**src/rtl/sd_cmd_tx.sv**
```systemverilog
// SD CMD-line transmitter: start, transmission bit, index, argument, CRC7, end bit.
// Define SD_CMD_TX_GAP_EN to hold the line driven high for 8 cycles after each token.
module sd_cmd_tx (
  input  logic        sd_clk_i,
  input  logic        rst_i,
  input  logic        start_i,
  input  logic [5:0]  cmd_index_i,
  input  logic [31:0] cmd_arg_i,
  output logic        ready_o,
  output logic        cmd_o,
  output logic        cmd_oe_o,
  output logic        done_o
);

  // Handshake: a request is taken on a rising edge where start_i=1 and ready_o=1;
  // ready_o drops the following cycle and start_i is ignored until ready_o returns.
  typedef enum logic [2:0] {
    S_IDLE,
    S_DATA,
    S_CRC,
`ifdef SD_CMD_TX_GAP_EN
    S_END,
    S_GAP
`else
    S_END
`endif
  } state_t;

  state_t      state_q, state_d;
  logic [39:0] shift_q, shift_d;
  logic [6:0]  crc_q, crc_d;
  logic [5:0]  cnt_q, cnt_d;
  logic        fb;
  logic        cmd_d, oe_d, ready_d, done_d;

  always_ff @(posedge sd_clk_i) begin
    if (rst_i) begin
      state_q  <= S_IDLE;
      shift_q  <= '0;
      crc_q    <= '0;
      cnt_q    <= '0;
      cmd_o    <= 1'b1;
      cmd_oe_o <= 1'b0;
      ready_o  <= 1'b1;
      done_o   <= 1'b0;
    end else begin
      state_q  <= state_d;
      shift_q  <= shift_d;
      crc_q    <= crc_d;
      cnt_q    <= cnt_d;
      cmd_o    <= cmd_d;
      cmd_oe_o <= oe_d;
      ready_o  <= ready_d;
      done_o   <= done_d;
    end
  end

  always_comb begin
    state_d = state_q;
    shift_d = shift_q;
    crc_d   = crc_q;
    cnt_d   = cnt_q;
    fb      = shift_q[39] ^ crc_q[6];
    case (state_q)
      S_IDLE: begin
        if (start_i) begin
          state_d = S_DATA;
          shift_d = {2'b01, cmd_index_i, cmd_arg_i};
          crc_d   = '0;
          cnt_d   = '0;
        end
      end
      S_DATA: begin
        // The bit on the line this cycle is absorbed into the CRC at the edge.
        shift_d = {shift_q[38:0], 1'b0};
        crc_d   = {crc_q[5:3], crc_q[2] ^ fb, crc_q[1:0], fb};
        cnt_d   = cnt_q + 6'd1;
        if (cnt_q == 6'd39) begin
          state_d = S_CRC;
          cnt_d   = '0;
        end
      end
      S_CRC: begin
        crc_d = {crc_q[5:0], 1'b0};
        cnt_d = cnt_q + 6'd1;
        if (cnt_q == 6'd6) begin
          state_d = S_END;
          cnt_d   = '0;
        end
      end
      S_END: begin
`ifdef SD_CMD_TX_GAP_EN
        state_d = S_GAP;
        cnt_d   = '0;
`else
        state_d = S_IDLE;
`endif
      end
`ifdef SD_CMD_TX_GAP_EN
      S_GAP: begin
        cnt_d = cnt_q + 6'd1;
        if (cnt_q == 6'd7) begin
          state_d = S_IDLE;
          cnt_d   = '0;
        end
      end
`endif
      default: state_d = S_IDLE;
    endcase

    // Outputs are registered, so they are derived from the next state.
    case (state_d)
      S_DATA:  cmd_d = shift_d[39];
      S_CRC:   cmd_d = crc_d[6];
      default: cmd_d = 1'b1;
    endcase
    oe_d    = (state_d != S_IDLE);
    ready_d = (state_d == S_IDLE);
    done_d  = ready_d && (state_q != S_IDLE);
  end

endmodule

```
**config.mk**
```make
export PLATFORM = sky130hd
export DESIGN_NAME = sd_cmd_tx
export DESIGN_NICKNAME = d
export VERILOG_FILES = /design/src/rtl/sd_cmd_tx.sv
export SDC_FILE = /design/constraint.sdc
export NUM_CORES = 1
export LEC_CHECK = 0
export CORE_MARGIN = 8
export CORE_UTILIZATION = 54
export CTS_BUF_LIST = sky130_fd_sc_hd__clkbuf_4
export CTS_CLUSTER_SIZE = 20
export DETAILED_ROUTE_END_ITERATION = 12
export PLACE_DENSITY = 0.82
export SETUP_SLACK_MARGIN = 0.5
export SYNTH_ARGS = -nofsm -noshare
export SYNTH_HDL_FRONTEND = slang
export SYNTH_SLANG_ARGS = --single-unit
```
**constraint.sdc**
```tcl
create_clock -name sd_clk_i -period 1.9 [get_ports sd_clk_i]
set_clock_uncertainty 0.1 [all_clocks]
set_input_delay 0.38 -clock sd_clk_i [delete_from_list [all_inputs] [get_ports sd_clk_i]]
set_output_delay 0.38 -clock sd_clk_i [all_outputs]
set_load 0.02 [all_outputs]
```
Supply network:
The bar under the picture is 20 µm long. Pins as bars on the die edge.
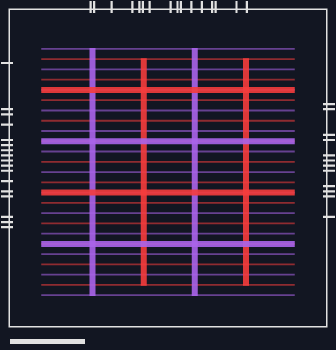
Key: VSS = purple; VDD = red
45 signal pins sit on the boundary. The core has 24 rows. 4 straps on met5.
maximum vdd drop: 0.8838 mV
Core Footprint: 0.004384 mm²
Die Height: 83.75 µm

Cell classes on the final placement:
Fill, decap, tap and diode cells in grey.
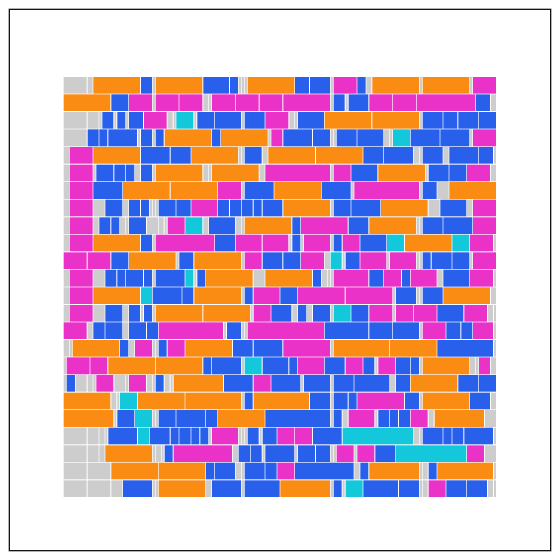
Key: sequential cells = orange [cells 60, share of their area 31%]; clock drivers and dummy loads = cyan [cells 16, share of their area 3.9%]; remaining logic cells = blue [cells 193, share of their area 39%]; remaining buffers and delay cells = magenta [cells 89, share of their area 26%]
final instance area: 0.003964 mm²
fin util: 0.9041
# rows: 24
sequential share of cell area: 0.3084

Clock distribution:
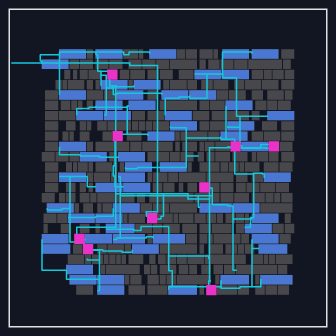
Key: clock wires = cyan [length 868 µm]; clock-net drivers = magenta [count 9]; flip-flops = blue [count 60]
Position of the flops: all over the die.

==> impl_metrics.tcl <==
# flow metrics
set metrics [dict create \
    top_cell_area_share 0.4846 \
    gr-usage-all-layers 0.2153 \
    ys.flops 60 \
    largest_reg_flops 40 \
    cts.clk_slew.worst_paths_ns 0.11 \
    top_cells_by_area "dfxtp_1 (48%), a22oi_1 (13%), a21oi_1 (8.5%), nand2_1 (6.4%), nor2_1 (2.9%)" \
    layout.cells.non_filler 410 \
    antenna_found_initial 0 \
    place_inst 365 \
    finalCriticalPeriod_ns 1.758 \
    largest_register "shift_q" \
    clk_latency_ns 0.41 \
    finalSetupViolCount 0 \
    ys_cells 272 \
    floorplan.core_util 0.5654 \
    grt_overflow 0 \
    warnings 30 \
    numCtsBuffers 9 \
    clock_sinks 60 \
    fin_crit_sh 0.9253 \
    syn_area_mm2 0.002479 \
    cp-start-kind "flip-flop" \
    wl_per_cell_um 24.58 \
    ant_nets 0 \
    io_pins 45 \
    h-tree-depth 3 \
    async_flop_share 0 \
    slew_headroom 0.6638 \
    pre_cts_ws_ns -0.05410 \
    total_power_mw 2.926 \
    synthCells 272 \
    flop_cell "dfxtp_1" \
    edf_count 0 \
    drc 0 \
    nNetsFinal 396 \
    crit_path_end_kind "flip-flop" \
    via_count 2689 \
    drv_cap 0 \
    met3_usage 0.06934 \
    portBuffers 44 \
    place_area_mm2 0.003090 \
    fp.dieW_um 83.75 \
    powerDensity_mw_per_mm2 738.2 \
    use_met1 0.2490 \
    synth_area_per_cell_um2 9.113 \
    criticalPathCategory "reg2reg" \
    cts_hold_buffers 0 \
    tightest_slew_ns 0.4974 \
    top_cells_by_count "dfxtp_1 (60), a22oi_1 (43), a21oi_1 (42), nand2_1 (42), nor2_1 (19)" \
    grt_max_degree 26 \
    top_usage_layer "met2" \
    tns_ns 0 \
    syn-num-nets 315 \
    yosys-stat-area_mm2 0.002479 \
    die-area_mm2 0.007014 \
    setup_ws_ns 0.1419 \
    grt_setup_unrepaired "yes" \
    gp_congestion 0.7523 \
    drt-total-wl_mm 10.08 \
    p_leak_nw 1.437 \
    fmax_ghz 0.5688 \
    path_max_fanout 7 \
    yosysUniqueCellTypes 42 \
    worst_ep_required_time_ns 2.14 \
    cts_buffer_depth 2 \
    final-max-slew-violation-count 0 \
    min_path_cells 2 \
    r2r_cells 5 \
    cts-root-buf "clkbuf_4" \
    reg_top3 "shift_q: 40 flops, crc_q: 7 flops, cnt_q: 6 flops" \
    grt_use_met2 0.3347 \
    min_path_type "in2reg" \
    yosys_warnings 0 \
    cts_tree "built" \
    r2r_slack_ns 0.14 \
    crit_arrival_ns 2.00 \
    dpl.hpwl_mm 3.738 \
    top_cell "dfxtp_1" \
    areaGrowthSynthToFinish_pct 59.92 \
    hold_viol_final 0 \
    drive_gt1_frac 0.4385 \
    firstDrtPassIters 5 \
    yosys.area.top_type "dfxtp_1" \
    viasPerCell 6.559 \
    ys_seq_frac 0.4846 \
    n_antenna_cell 0 \
    outcome "completed" \
    grt_pass1_vias 2530 \
    drt_iter0_drc 307 \
    grt_pass1_wl_mm 12.34 \
    fin_hold_ws_ns 0.2526 \
]
## routing by layer
metal	vias to the layer above	wire length (µm)
met3	42	967
met1	1276	3807
met4	0	515
met2	226	4787
li1	1145	-
met5	-	0
## worst paths after layout
check	end	start
max	cnt_q[2]	state_q[1]
min reg2reg	shift_q[8]	shift_q[8]
min	state_q[0]	rst_i
max reg2reg	cnt_q[2]	state_q[1]
## power breakdown
group / total, mW / switching (mW) / internal, mW / leakage, nW
logic: 0.519 / 0.243 / 0.275 / 0.856
registers: 1.36 / 0.0500 / 1.31 / 0.494
clock network: 1.05 / 0.514 / 0.538 / 0.0876
## layout by cell type (no fill, tap or decap), drive strengths merged, types with 2 or more instances in the layout
cell,instances
a211oi,3
a21oi,42
a22oi,44
and2,2
buf,46
bufinv,2
clkbuf,13
clkdlybuf4s50,38
clkinv,4
dfxtp,60
ha,2
inv,4
nand2,42
nand3,2
nor2,20
nor3,4
nor3b,2
nor4b,2
or2,3
xnor2,5
## worst max-delay path: stages, from the launching register on
cell	delay (ns)
dfxtp_4	0.44
nor3_2	0.10
buf_4	0.16
nor4b_1	0.47
o22ai_1	0.20
a21oi_1	0.21
## logic make-up after synthesis
kind of cell             share of synthesized area
AND/OR/NAND/NOR                             0.1555
other                                     0.001513
buffers and inverters                      0.05804
AND-OR/OR-AND                               0.2691
adder cells (fa/ha/maj)                    0.01009
flip-flops                                  0.4846
XOR/XNOR                                   0.02120
## layout make-up
type	instances	area [µm²]
Multi-Input combinational cell	189	1486
Clock inverter	6	78.83
Fill cell	165	420.4
Clock buffer	10	75.07
Tap cell	52	65.06
Timing Repair Buffer	89	1021
Sequential cell	60	1222
Inverter	4	15.01
## timing repair
action | CTS | global route
resized | 53 | 66
endpoints found under the setup margin | 60 | 59
pin swaps | 19 | 42
setup buffers | 15 | 3
cloned | 8 | 3
Power and IR drop assume default switching activity.
